[config.mk]
export PLATFORM = sky130hd
export DESIGN_NAME = decoder_n_scan
export DESIGN_NICKNAME = d
export VERILOG_FILES = /design/src/rtl/decoder_n_scan.sv
export SDC_FILE = /design/constraint.sdc
export NUM_CORES = 1
export LEC_CHECK = 0
export ABC_AREA = 1
export CORE_MARGIN = 2
export CORE_UTILIZATION = 40
export DETAILED_ROUTE_END_ITERATION = 6
export GPL_TIMING_DRIVEN = 0
export PLACE_DENSITY = 0.67
export SYNTH_ARGS = -nofsm -noshare
export SYNTH_HDL_FRONTEND = slang
export SYNTH_SLANG_ARGS = --single-unit
export TNS_END_PERCENT = 50
[constraint.sdc]
create_clock -name i_clk -period 2.18 [get_ports i_clk]
set_input_delay 0.218 -clock i_clk [delete_from_list [all_inputs] [get_ports i_clk]]
set_output_delay 0.218 -clock i_clk [all_outputs]
set_load 0.01 [all_outputs]
[src/rtl/decoder_n_scan.sv]
// Registered N-to-2^N one-hot decoder with a valid/ready select port,
// an auto-scan mode that walks a single '1' with programmable dwell, and freeze.
module decoder_n_scan #(
    parameter int SEL_W   = 3,
    parameter int DWELL_W = 8
) (
    input  logic                  i_clk,
    input  logic                  i_rst_n,
    input  logic [SEL_W-1:0]      i_data_in,
    input  logic                  i_data_in_vld,
    output logic                  o_data_in_rdy,
    input  logic                  i_data_in_en,
    input  logic [1:0]            i_mode,
    input  logic [DWELL_W-1:0]    i_dwell,
    output logic [(2**SEL_W)-1:0] decoder_out,
    output logic [SEL_W-1:0]      o_index,
    output logic                  o_wrap
);

    localparam int OUT_W = 2**SEL_W;

    localparam logic [1:0] MODE_DIRECT = 2'b00;
    localparam logic [1:0] MODE_UP     = 2'b01;
    localparam logic [1:0] MODE_DOWN   = 2'b10;

    typedef enum logic [1:0] {
        IDLE   = 2'b00,
        DECODE = 2'b01,
        SCAN   = 2'b10,
        FREEZE = 2'b11
    } state_t;

    state_t             state, state_nxt;
    logic [SEL_W-1:0]   index, index_nxt;
    logic [DWELL_W-1:0] cnt, cnt_nxt;
    logic               wrap_nxt;
    logic               rdy;
    logic               en_r;

    logic               accept;
    logic               scan_mode;
    logic [DWELL_W-1:0] dwell_m1;
    logic               term;

    assign accept    = i_data_in_vld & rdy;
    assign scan_mode = (i_mode == MODE_UP) || (i_mode == MODE_DOWN);
    // A dwell of 0 behaves like 1; compared live so a shrinking dwell still terminates.
    assign dwell_m1  = (i_dwell == '0) ? '0 : i_dwell - DWELL_W'(1);
    assign term      = (cnt >= dwell_m1);

    always_ff @(posedge i_clk) begin
        if (!i_rst_n) begin
            state  <= IDLE;
            index  <= '0;
            cnt    <= '0;
            o_wrap <= 1'b0;
            rdy    <= 1'b0;
            en_r   <= 1'b0;
        end else begin
            state  <= state_nxt;
            index  <= index_nxt;
            cnt    <= cnt_nxt;
            o_wrap <= wrap_nxt;
            rdy    <= (state_nxt != FREEZE);
            en_r   <= i_data_in_en;
        end
    end

    always_comb begin
        state_nxt = state;
        index_nxt = index;
        cnt_nxt   = cnt;
        wrap_nxt  = 1'b0;
        unique case (state)
            IDLE: begin
                if (i_mode == MODE_DIRECT) begin
                    if (accept) begin
                        state_nxt = DECODE;
                        index_nxt = i_data_in;
                    end
                end else if (scan_mode) begin
                    state_nxt = SCAN;
                    index_nxt = accept ? i_data_in : '0;
                    cnt_nxt   = '0;
                end
            end
            DECODE: begin
                if (accept) index_nxt = i_data_in;
                if (scan_mode) begin
                    state_nxt = SCAN;
                    cnt_nxt   = '0;
                end else if (i_mode != MODE_DIRECT) begin
                    state_nxt = FREEZE;
                end
            end
            SCAN: begin
                if (i_mode == MODE_DIRECT) begin
                    state_nxt = DECODE;
                    cnt_nxt   = '0;
                    if (accept) index_nxt = i_data_in;
                end else if (!scan_mode) begin
                    state_nxt = FREEZE;
                    if (accept) index_nxt = i_data_in;
                end else if (accept) begin
                    // A new select beats a coincident step.
                    index_nxt = i_data_in;
                    cnt_nxt   = '0;
                end else if (term) begin
                    cnt_nxt = '0;
                    if (i_mode == MODE_UP) begin
                        index_nxt = index + SEL_W'(1);
                        wrap_nxt  = (index == {SEL_W{1'b1}});
                    end else begin
                        index_nxt = index - SEL_W'(1);
                        wrap_nxt  = (index == '0);
                    end
                end else begin
                    cnt_nxt = cnt + DWELL_W'(1);
                end
            end
            FREEZE: begin
                if (i_mode == MODE_DIRECT) begin
                    state_nxt = DECODE;
                end else if (scan_mode) begin
                    state_nxt = SCAN;
                end
            end
            default: state_nxt = IDLE;
        endcase
    end

    always_comb begin
        decoder_out = '0;
        for (int i = 0; i < OUT_W; i++) begin
            decoder_out[i] = en_r && (state != IDLE) && (index == SEL_W'(i));
        end
    end

    assign o_index       = index;
    assign o_data_in_rdy = rdy;

endmodule

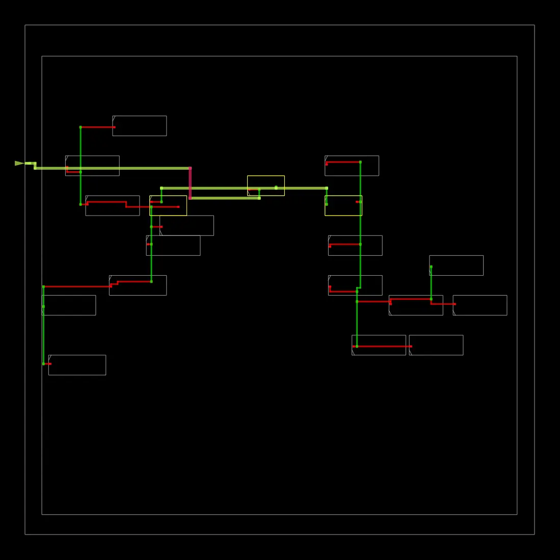
Figure 1: clock nets.
seq_cells: 16
Clock Sinks: 16

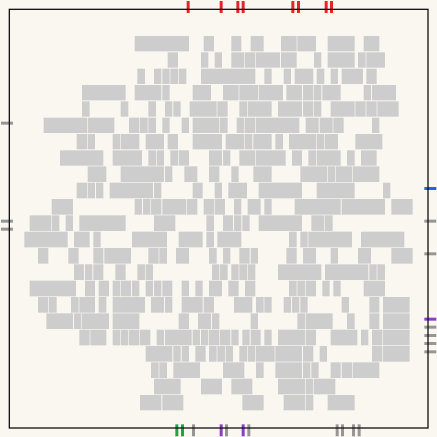
Figure 2: ports around the boundary.
Scale: 6 px per micron. Pins as bars across the die edge, other pins in gray.
port	color	pins	direction	edge
i_mode	green	2	input	bottom
i_dwell	red	8	input	top
o_index	purple	3	output	2 bottom, 1 right
i_rst_n	blue	1	input	right
all pins by edge	11 bottom, 8 right, 8 top, 3 left

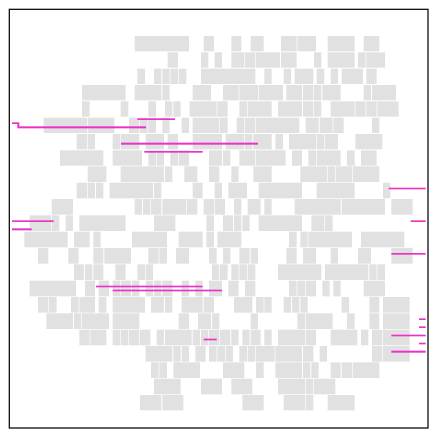
Figure 3: metal 3.
Scale: 6 px per micron.
longest straight run	22.5 microns
wire length on this layer	135 microns
Detailed Route WL: 3940 microns
via count: 1,766
GR Layer Usage met3: 3.20%

==> run_results.csv <==
group,metric,value,unit
final_timing,final-setup-viol-count,0,
final_timing,layout_setup_ws,0.110,ns
drt,antenna_left,0,
clock_network,cts_buffer_depth,2,
worst_setup_path,crit_chain,"clkbuf_2 -> nor2_4 -> nand2_2 -> nor2_4 -> inv_2 -> nor3_2 -> or2_4 -> nand3_1 -> ha_1 -> a21o_1 -> nor2_4 -> nand3_4 -> nor2_4 -> nand2_2 -> a21oi_2",
clock_network,htreeDepth,1,
global_route,antenna_found_initial,0,
global_route,grt_pass1_wl,6640,microns
final_timing,fin_skew,0.00149,ns
clock_network,cts_tree,"yes",
final_timing,hold_viol_final,0,
synthesis,syn_avg_cell_area,6.34,sq um
die,core_util_floorplan,42.3,%
clock_network,cts-buffers-inserted,3,
status,outcome,"complete, no violations",
cells_and_area,layout-drive-gt1-share,20.1,%
run,cap_viol_max_count,0,
global_route,grtUsageTotal,16.1,%
global_route,grt_overflow,0,
pwr,p_sw,570,uW
worst_setup_path,cp.arrival,2.25,ns
worst_setup_path,rr_endpoint,"o_index[2]",
synthesis,synth.top_cell.area_share,18.6,%
pwr,ir_worst_vdd,0.000352,V
pwr,p_leak,0.00121,uW
final_timing,relSlewSlack,69.7,%
synthesis,synth_top_cell_by_count,"nand2_1",
placed_design,post-place-ws,-0.798,ns
synthesis,synth_stat.cells,271,
cells_and_area,finish.net_count,353,
worst_setup_path,worstPathMaxFanout,6,
final_timing,fin_setup_tns,0,ns
cells_and_area,area_growth,33.0,%
cells_and_area,n_antenna_cell,0,
worst_setup_path,reg2reg_depth,11,
drt,routed_via_density,4.92,
synthesis,yosys.stat.chipArea,1720,sq um
global_route,grt_pass1_vias,1522,
worst_setup_path,crit_path_start,"i_dwell[2]",
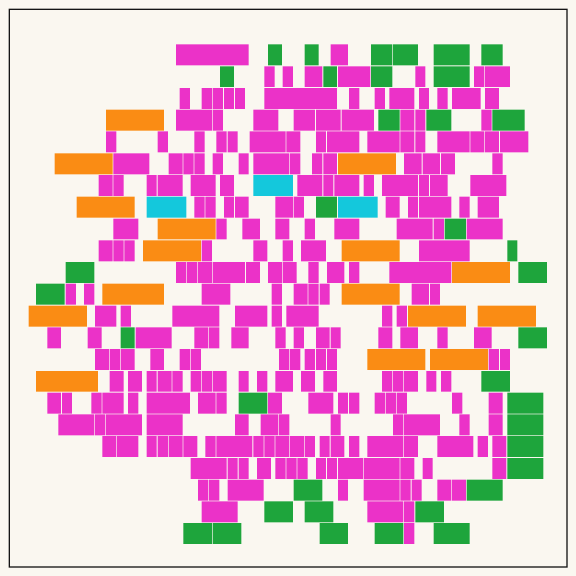
Figure 4: cell classes on the final placement.
Scale: 8 px per micron.
class	color	cells	share of their area
sequential cells	orange	16	15%
combinational and other logic	magenta	253	68%
remaining buffers and delay cells	green	37	15%
clock drivers	cyan	3	1.9%

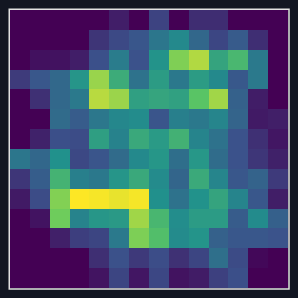
Figure 5: signal metal coverage by tile.
Scale: 4 px per micron. 14 x 14 tiles, from dark purple (low) to yellow (high), scaled to the fullest tile. Values are wire area over tile area, all layers added.
mean over tiles	0.13
tiles over half the peak	23%
nearly empty tiles	19%
fullest tile	0.40
emptiest ninth of the die	top left
densest ninth of the die	middle

## layout make-up
type                       instances  area, sq um  share of cell area, %
multi-input combinational        208         1350                   58.9
timing repair buffer              35          334                   14.6
sequential                        16          323                   14.1
inverter                          45          169                   7.39
tap                               50         62.6                   2.74
clock buffer                       3         41.3                   1.81
buffer                             2         8.76                  0.383
## sequential cells by signal, indices dropped and copies added, names as in the netlist
register	count
o_wrap	1
state	2
cnt	8
o_data_in_rdy	1
o_index	3
en_r	1
## power by group through the flow
stage               clock, uW  combinational, uW  sequential, uW
finish                    215                702             390
global route              233                808             397
CTS                       220                685             392
detailed placement          0                671             397
global placement            0                663             395
floorplan                   0                480             389
## worst min-delay path by stage
stage | startpoint | cells after the start | slack (ns) | to
finish | i_rst_n | 3 | 0.37 | en_r
global route | i_rst_n | 3 | 0.44 | en_r
CTS | i_rst_n | 3 | 0.38 | en_r
detailed placement | cnt[7] | 2 | 0.50 | cnt[7]
global placement | cnt[7] | 2 | 0.50 | cnt[7]
floorplan | i_data_in_en | 2 | 0.32 | en_r
## layout by cell type (no fill, tap or decap), types with 2 or more instances in the layout
cell type         n
or2_4             2
nand2_2           7
nand4_1           4
o21ai_1           3
o211ai_1          2
inv_1            35
nand2_1          55
clkdlybuf4s50_1  14
a21oi_1          11
nand3_1          17
o22ai_1           2
nor2_4            8
nor3_1            8
buf_4             6
ha_1             22
dfxtp_1          14
o21ai_0          15
nor2_1           26
dlygate4sd2_1     2
ha_4              2
xor2_1            4
clkbuf_2          4
dlymetal6s2s_1    8
dfxtp_2           2
nand3_2           2
a21oi_2           5
clkbuf_8          3
inv_2            10
## cells by family (layout without fill, tap and decap cells)
kind of cell,Yosys count,in the layout,share of synthesized area [%]
buffers and inverters,47,85,10.3
flip-flops,16,16,18.6
adder cells (fa/ha/maj),25,25,18.2
AND-OR/OR-AND,43,43,13.8
XOR/XNOR,4,4,2.04
AND/OR/NAND/NOR,136,136,36.9
## stage by stage
step | total power (uW) | instances
final | 1310 | 359
after global routing | 1440 | 359
after CTS | 1300 | 354
after detailed placement | 1070 | 349
after global placement | 1060 | 349
after floorplan | 868 | 271
## layer usage
metal	global-route usage, %	vias up	wire (microns)
met5	0	-	0
met4	0.654	0	4
met3	3.20	2	134
met2	25.6	22	1760
met1	23.6	785	2050
li1	-	957	-
## critical path: cells and delay by family
family / cells / cell delay, ns
and+or+nand+nor: 10 / 1.21
adders and majority gates: 1 / 0.31
AOI/OAI and AO/OA: 2 / 0.31
buffers and inverters: 2 / 0.19
## repair_timing
action                                  4_1_cts  5_1_grt
gates resized                                28       35
gates cloned                                  0        0
endpoints found under the setup margin       20       20
endpoints found under the hold margin         0        0
setup buffers                                 2        5
pin swaps                                    11       18
Power and IR drop assume default switching activity.
